==> src/rtl/uart_fifo_pkg.sv <==
// rtl/uart_fifo_pkg.sv - shared sizing helpers for the UART FIFO
// Purpose: width helper for pointer/count sizing and default geometry.
// Ports: none (package).
package uart_fifo_pkg;

  // Bits needed to hold values 0..n-1, never less than 1 so a degenerate
  // geometry still yields a legal vector.
  function automatic int clog2_safe(input int n);
    int w;
    w = 1;
    while ((1 << w) < n) w = w + 1;
    return w;
  endfunction

  localparam int DEPTH_DEFAULT = 16;
  localparam int CNT_W = clog2_safe(DEPTH_DEFAULT + 1);
  localparam int PTR_W = clog2_safe(DEPTH_DEFAULT);

endpackage

==> src/rtl/uart_fifo_ram.sv <==
// rtl/uart_fifo_ram.sv - simple dual-port storage for the UART FIFO
// Purpose: one synchronous write port, one asynchronous read port, no reset.
// Ports:
//   clk    in  write clock
//   we     in  write enable
//   waddr  in  write address
//   wdata  in  write data
//   raddr  in  read address
//   rdata  out read data (combinational from raddr)
module uart_fifo_ram
  import uart_fifo_pkg::*;
#(
  parameter int DATA_WIDTH = 8,
  parameter int DEPTH      = DEPTH_DEFAULT,
  parameter int ADDR_W     = PTR_W
) (
  input  logic                  clk,
  input  logic                  we,
  input  logic [ADDR_W-1:0]     waddr,
  input  logic [DATA_WIDTH-1:0] wdata,
  input  logic [ADDR_W-1:0]     raddr,
  output logic [DATA_WIDTH-1:0] rdata
);

  logic [DATA_WIDTH-1:0] mem [DEPTH];

  always_ff @(posedge clk) begin
    if (we) mem[waddr] <= wdata;
  end

  assign rdata = mem[raddr];

endmodule

==> src/rtl/uart_fifo_flex.sv <==
// rtl/uart_fifo_flex.sv - parametrised UART data-path FIFO (standard or FWFT read)
// Purpose: pointers, occupancy, status/error flags and the read output stage
// around uart_fifo_ram.
// Ports:
//   clk, rst            clock; asynchronous active-high reset
//   flush               synchronous clear of pointers, count and error flags
//   wr_en, data_in      write request and data
//   rd_en               read request (FWFT: pops the head word)
//   data_out, rd_valid  read data and its qualifier
//   wr_ack              registered acknowledge of the previous cycle's write
//   full, empty         count == DEPTH / count == 0
//   almost_full/empty   count >= AF_LEVEL / count <= AE_LEVEL
//   count               current occupancy
//   overflow/underflow  sticky rejected-write / rejected-read flags
module uart_fifo_flex
  import uart_fifo_pkg::*;
#(
  parameter int DATA_WIDTH = 8,
  parameter int DEPTH      = DEPTH_DEFAULT,
  parameter int FWFT       = 0,
  parameter int AF_LEVEL   = DEPTH - 2,
  parameter int AE_LEVEL   = 2
) (
  input  logic                       clk,
  input  logic                       rst,
  input  logic                       flush,
  input  logic                       wr_en,
  input  logic [DATA_WIDTH-1:0]      data_in,
  input  logic                       rd_en,
  output logic [DATA_WIDTH-1:0]      data_out,
  output logic                       rd_valid,
  output logic                       wr_ack,
  output logic                       full,
  output logic                       empty,
  output logic                       almost_full,
  output logic                       almost_empty,
  output logic [$clog2(DEPTH+1)-1:0] count,
  output logic                       overflow,
  output logic                       underflow
);

  localparam int CW = $clog2(DEPTH + 1);
  localparam int PW = clog2_safe(DEPTH);

  localparam logic [CW-1:0] DEPTH_C  = CW'(DEPTH);
  localparam logic [CW-1:0] AF_C     = CW'(AF_LEVEL);
  localparam logic [CW-1:0] AE_C     = CW'(AE_LEVEL);
  localparam logic [PW-1:0] PTR_LAST = PW'(DEPTH - 1);

  logic [PW-1:0]         wr_ptr;
  logic [PW-1:0]         rd_ptr;
  logic [CW-1:0]         count_q;
  logic                  wr_accept;
  logic                  rd_accept;
  logic [DATA_WIDTH-1:0] ram_rdata;

  // Explicit wrap keeps non-power-of-two depths correct.
  function automatic logic [PW-1:0] next_ptr(input logic [PW-1:0] p);
    return (p == PTR_LAST) ? '0 : p + 1'b1;
  endfunction

  assign empty        = (count_q == '0);
  assign full         = (count_q == DEPTH_C);
  assign almost_full  = (count_q >= AF_C);
  assign almost_empty = (count_q <= AE_C);
  assign count        = count_q;

  // A read on empty is rejected even if a write lands in the same cycle;
  // a write while full rides on a same-cycle read.
  assign rd_accept = rd_en & ~empty;
  assign wr_accept = wr_en & (~full | rd_accept);

  uart_fifo_ram #(
    .DATA_WIDTH(DATA_WIDTH),
    .DEPTH     (DEPTH),
    .ADDR_W    (PW)
  ) u_ram (
    .clk  (clk),
    .we   (wr_accept & ~flush),
    .waddr(wr_ptr),
    .wdata(data_in),
    .raddr(rd_ptr),
    .rdata(ram_rdata)
  );

  always_ff @(posedge clk or posedge rst) begin
    if (rst) begin
      wr_ptr    <= '0;
      rd_ptr    <= '0;
      count_q   <= '0;
      wr_ack    <= 1'b0;
      overflow  <= 1'b0;
      underflow <= 1'b0;
    end else if (flush) begin
      wr_ptr    <= '0;
      rd_ptr    <= '0;
      count_q   <= '0;
      wr_ack    <= 1'b0;
      overflow  <= 1'b0;
      underflow <= 1'b0;
    end else begin
      if (wr_accept) wr_ptr <= next_ptr(wr_ptr);
      if (rd_accept) rd_ptr <= next_ptr(rd_ptr);
      case ({wr_accept, rd_accept})
        2'b10:   count_q <= count_q + 1'b1;
        2'b01:   count_q <= count_q - 1'b1;
        default: count_q <= count_q;
      endcase
      wr_ack <= wr_accept;
      if (wr_en & ~wr_accept) overflow  <= 1'b1;
      if (rd_en & ~rd_accept) underflow <= 1'b1;
    end
  end

  generate
    if (FWFT != 0) begin : g_fwft
      // Head word is presented directly; forced to zero while empty so the
      // output never shows stale or uninitialised storage.
      assign data_out = empty ? '0 : ram_rdata;
      assign rd_valid = ~empty;
    end else begin : g_std
      logic [DATA_WIDTH-1:0] data_q;
      logic                  valid_q;

      always_ff @(posedge clk or posedge rst) begin
        if (rst) begin
          data_q  <= '0;
          valid_q <= 1'b0;
        end else if (flush) begin
          valid_q <= 1'b0;
        end else begin
          valid_q <= rd_accept;
          if (rd_accept) data_q <= ram_rdata;
        end
      end

      assign data_out = data_q;
      assign rd_valid = valid_q;
    end
  endgenerate

endmodule

==> config.mk <==
export PLATFORM = sky130hd
export DESIGN_NAME = uart_fifo_flex
export DESIGN_NICKNAME = d
export VERILOG_FILES = /design/src/rtl/uart_fifo_pkg.sv /design/src/rtl/uart_fifo_ram.sv /design/src/rtl/uart_fifo_flex.sv
export SDC_FILE = /design/constraint.sdc
export NUM_CORES = 1
export LEC_CHECK = 0
export CAP_MARGIN = 20
export CORE_AREA = 2 2 116 106
export DETAILED_ROUTE_END_ITERATION = 10
export DIE_AREA = 0 0 118 108
export DONT_BUFFER_PORTS = 1
export PLACE_DENSITY_LB_ADDON = 0.25
export SYNTH_ARGS = -nofsm -noshare
export SYNTH_HDL_FRONTEND = slang
export SYNTH_SLANG_ARGS = --single-unit
==> constraint.sdc <==
create_clock -name clk -period 2.5 [get_ports clk]
set_input_delay 0.25 -clock clk [delete_from_list [all_inputs] [get_ports clk]]
set_output_delay 0.25 -clock clk [all_outputs]
set_load 0.02 [all_outputs]
Fig. 1: zoomed window
Window x 78 to 98, y 71 to 91 microns. Cells in grey, sequential cells in the stronger grey; small squares are vias.
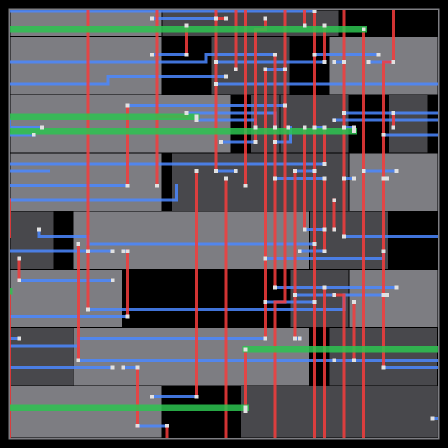
| layer | colour |
|---|---|
| metal 2 | red |
| metal 3 | green |
| metal 1 | blue |
sequential cells in the window: 6
cells with their middle in the window: 15
most frequent: edfxtp_1 (5), mux2i_1 (2)
netlist names of flops here include: `u_ram.mem` (5), `data_out` (1)

Fig. 2: clock routing
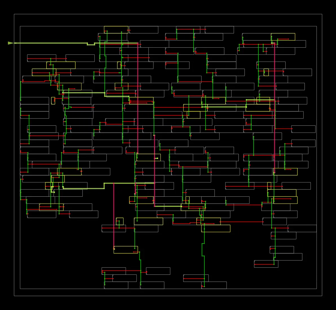
number of clock buffers inserted by TritonCTS: 17
Clk Latency, worst-skew pair: 420 ps
Clock group: 2.71 mW
count of sequential standard cells: 153
Num Clock Sinks: 153

==> summary.log <==
INFO  status         run_status=complete, no violations
INFO  timing         worst_clk_skew=9.10ps
INFO  clock_network  clock_tree_from_tritoncts=built
INFO  timing         setup_viol_count_final=0
INFO  critical_path  cp_cell_sequence=or4_4, o21ai_4, or2_4, inv_4, ha_4, or2_4, o21a_1, o2111ai_1, a21oi_1
INFO  cells_and_area fill_cell_instance_count_of_the_final_layout=766
INFO  cells_and_area layout.cells.non_filler=567
INFO  cells_and_area share_of_layout_cells_above_drive_strength_1=26.8%
INFO  die            floorplan.core_util=55.4%
INFO  clock_network  clock_transition_time_at_the_flip_flop_clock_pins_of_the_worst_setup_and_hold_paths=60ps
INFO  flow_run       log.warning_count=30
INFO  die            die-area=12700squm
INFO  timing         report.final.slew_viol_count=0
INFO  drt            dr_total_vias=3328
INFO  drt            route.final.wire_length=13.2mm
INFO  critical_path  sort_of_element_at_the_end_of_the_critical_path=register
INFO  placed_design  placer_congestion_estimate=0.777
INFO  grt            globalRoute.totalOverflow=0
INFO  synth          yosys_most_used_dff=sky130_fd_sc_hd__edfxtp_1
INFO  clock_network  cts_setup_buffers=0
INFO  synth          yosys-top-cells-count=128 x sky130_fd_sc_hd__edfxtp_1, 32 x sky130_fd_sc_hd__mux4_2, 25 x sky130_fd_sc_hd__dfrtp_1, 22 x sky130_fd_sc_hd__nor2_1, 20 x sky130_fd_sc_hd__mux2i_1
INFO  critical_path  max_stage_delay=560ps
INFO  synth          synth.lib_cells_used.distinct=44
INFO  critical_path  timing.critical_path.required=2780ps
INFO  cells_and_area antenna_cells_inserted=0
INFO  cells_and_area p_r_area_growth_vs_syn=18.2%
INFO  die            placeableCoreArea=11400squm
INFO  worst_hold_path holdCritPathClass=in -> reg
INFO  die            fp-row-count=37
INFO  critical_path  cp_data_arrival_time=2610ps
INFO  grt            first_global_vias=3452
INFO  placed_design  hpwl=7.72mm
INFO  drt            avgRoutedWirePerCell=23.2microns
INFO  critical_path  setup.worst_path.class=reg -> reg
INFO  drt            post-route-drc-count=0
INFO  placed_design  cell_total_after_placement=523
INFO  timing         slew-limit-headroom=37.7%
INFO  pwr            static-leakage-power=2.54nW
INFO  timing         hold_ws=37.6ps
INFO  drt            routed_via_density=5.87
INFO  timing         grt_setup_unrepaired=no
INFO  clock_network  clock_path_buffers=2
INFO  pwr            power_density=949nW/um^2
INFO  synth          numSynthFlops=153
INFO  grt            groute.usage.overall=23.0%
INFO  critical_path  cpMostUsedCell=sky130_fd_sc_hd__or2_4
INFO  synth          synth_largest_type_area_fraction=60.7%
INFO  critical_path  cpMaxStageDelayCell=sky130_fd_sc_hd__or4_4
INFO  synth          yosys-top-cells-area=sky130_fd_sc_hd__edfxtp_1 61%, sky130_fd_sc_hd__mux4_2 11%, sky130_fd_sc_hd__dfrtp_1 9.9%
INFO  grt            antenna_found_initial=0
INFO  critical_path  cp_max_fo=3
INFO  synth          synth-async-reset-ratio=16.3%
INFO  clock_network  h-tree-depth=4
INFO  cells_and_area combinational_cell_area_excluding_buffers_and_inverters=1780squm
INFO  synth          synth_top_cell_by_area=sky130_fd_sc_hd__edfxtp_1
INFO  grt            grt_pass1_wl=20.7mm
INFO  timing         fin_setup_tns=0ps
INFO  synth          netlist_area=6340squm
INFO  synth          yosysChipArea=6340squm
INFO  synth          yosys_warnings=0
INFO  synth          enable_flop_cells=128
INFO  timing         fmax=429MHz
INFO  timing         final.min_clock_period=2330ps
INFO  placed_design  portBuffers=0
INFO  synth          netlist.top_cell.by_instances=sky130_fd_sc_hd__edfxtp_1
INFO  timing         worst_pin_slew=931ps
INFO  synth          yosysCellCount=355
INFO  drt            final_antenna_net_count=0
INFO  die            io-pin-count=34
INFO  flow_run       drv.max_cap_violation_count=0
INFO  synth          syn-mean-instance-area=17.8squm
INFO  cells_and_area regArea=4470squm
INFO  synth          post_synth_inst_count=355
INFO  clock_network  clock_tree.root_cell=sky130_fd_sc_hd__clkbuf_16
INFO  cells_and_area finish.net_count=420
INFO  drt            detail_route.iter0.violations=400
INFO  pwr            vdd_ir_drop_max=0.770mV
INFO  critical_path  startpoint_type=register
INFO  synth          synth_seq_share=70.5%
INFO  timing         timing.final.crit_share=93.2%
INFO  drt            drt_first_pass_iters=6
INFO  synth          postSynthNetCount=377
INFO  timing         final-hold-violation-count=0
INFO  grt            grt_max_degree=35
INFO  die            die_w=118microns
INFO  die            floorplan.die.height=108microns
Fig. 3: the metal 2 layer
(3 px per micron)
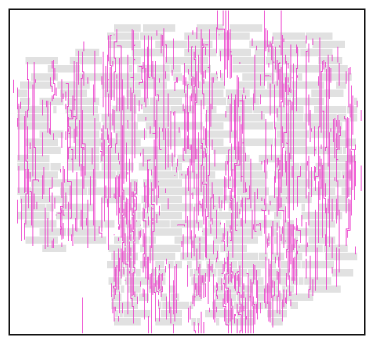
nets with wire on the layer: 360
longest straight run: 63.9 microns
wire length on this layer: 6570 microns
share of all routed wire: 50%
main direction: vertical

==> per-stage QoR <==
step | area [sq um] | utilization (%) | worst slack [ps] | total power, mW
finish | 7490 | 65.5 | 170 | 7.11
global route | 7490 | 65.5 | 37.2 | 7.41
floorplan | 6400 | - | -42.7 | 4.08
global placement | 6740 | 58.9 | 263 | 4.36
detailed placement | 6740 | 58.9 | 211 | 4.40
CTS | 7490 | 65.5 | 179 | 7.15
==> critical path: cells and delay by family (launching register included) <==
family,cells,cell delay [ps]
and+or+nand+nor,3,960
buffers and inverters,1,50
adders and majority gates,1,150
AOI/OAI and AO/OA,4,630
DFF,1,400
==> registers in the layout, indices dropped and copies added, names as in the netlist <==
register / cells
wr_ptr: 4
count: 5
underflow: 1
u_ram.mem: 128
rd_valid: 1
overflow: 1
data_out: 8
wr_ack: 1
rd_ptr: 4
==> path summary, 6_finish.rpt <==
check,start,end,slack (ps),cells past startpoint
min in group asynchronous,rst,rd_valid,340,3
max in group asynchronous,rst,count[3],1860,3
max reg2reg,count[3],count[4],170,9
max,count[3],count[4],170,9
min reg2reg,wr_ptr[1],wr_ptr[1],630,2
min,flush,count[0],40,2
==> layout by cell type, fill, tap and decap left out, drive strengths merged, types with 4 or more instances in the layout <==
cell type and n:
edfxtp 128, or2 4, clkbuf 26, nor3 5, dfrtp 25, mux4 32
o221ai 8, dlygate4sd3 12, a21oi 8, ha 8, inv 12, buf 29
o21ai 5, mux2i 20, o211ai 4, nor2b 5, bufinv 4, nand2 16
nor2 22, nand2b 4
==> logic make-up after synthesis <==
kind of cell	synth area share (%)
flops	70.5
buf+inv	2.11
fa+ha+maj	1.90
mux	14.7
xor+xnor	0.553
simple gates	5.07
compound gates	5.11
==> cell type report <==
type	instances	share of cell area (%)
inverters	12	0.635
clock inverters	7	1.87
well taps	156	2.61
clock buffers	25	6.61
repair buffers	42	4.74
flip-flops and latches	153	59.7
multi-input cells	172	23.8
==> power breakdown <==
| group | leakage (nW) | internal [mW] | switching (mW) | total, mW |
|---|---|---|---|---|
| Sequential | 1.48 | 2.91 | 0.213 | 3.13 |
| Clock | 0.304 | 1.78 | 0.932 | 2.71 |
| Combinational | 0.760 | 0.529 | 0.747 | 1.28 |
| Total | 2.54 | 5.22 | 1.89 | 7.11 |
==> layer usage <==
| metal | vias to the layer above | global-route usage, % | share of wire [%] |
|---|---|---|---|
| met2 | 104 | 36.7 | 50 |
| met4 | 0 | 8.95 | 1.4 |
| li1 | 1497 | - | - |
| met5 | - | 0 | 0 |
| met3 | 15 | 6.22 | 6.2 |
| met1 | 1712 | 30.8 | 43 |
==> timing repair <==
item | 4_1_cts | 5_1_grt
hold endpoints to repair | 164 | 0
hold buffers | 12 | 0
gates resized | 0 | 0
Power is estimated from default activity; no workload was simulated.
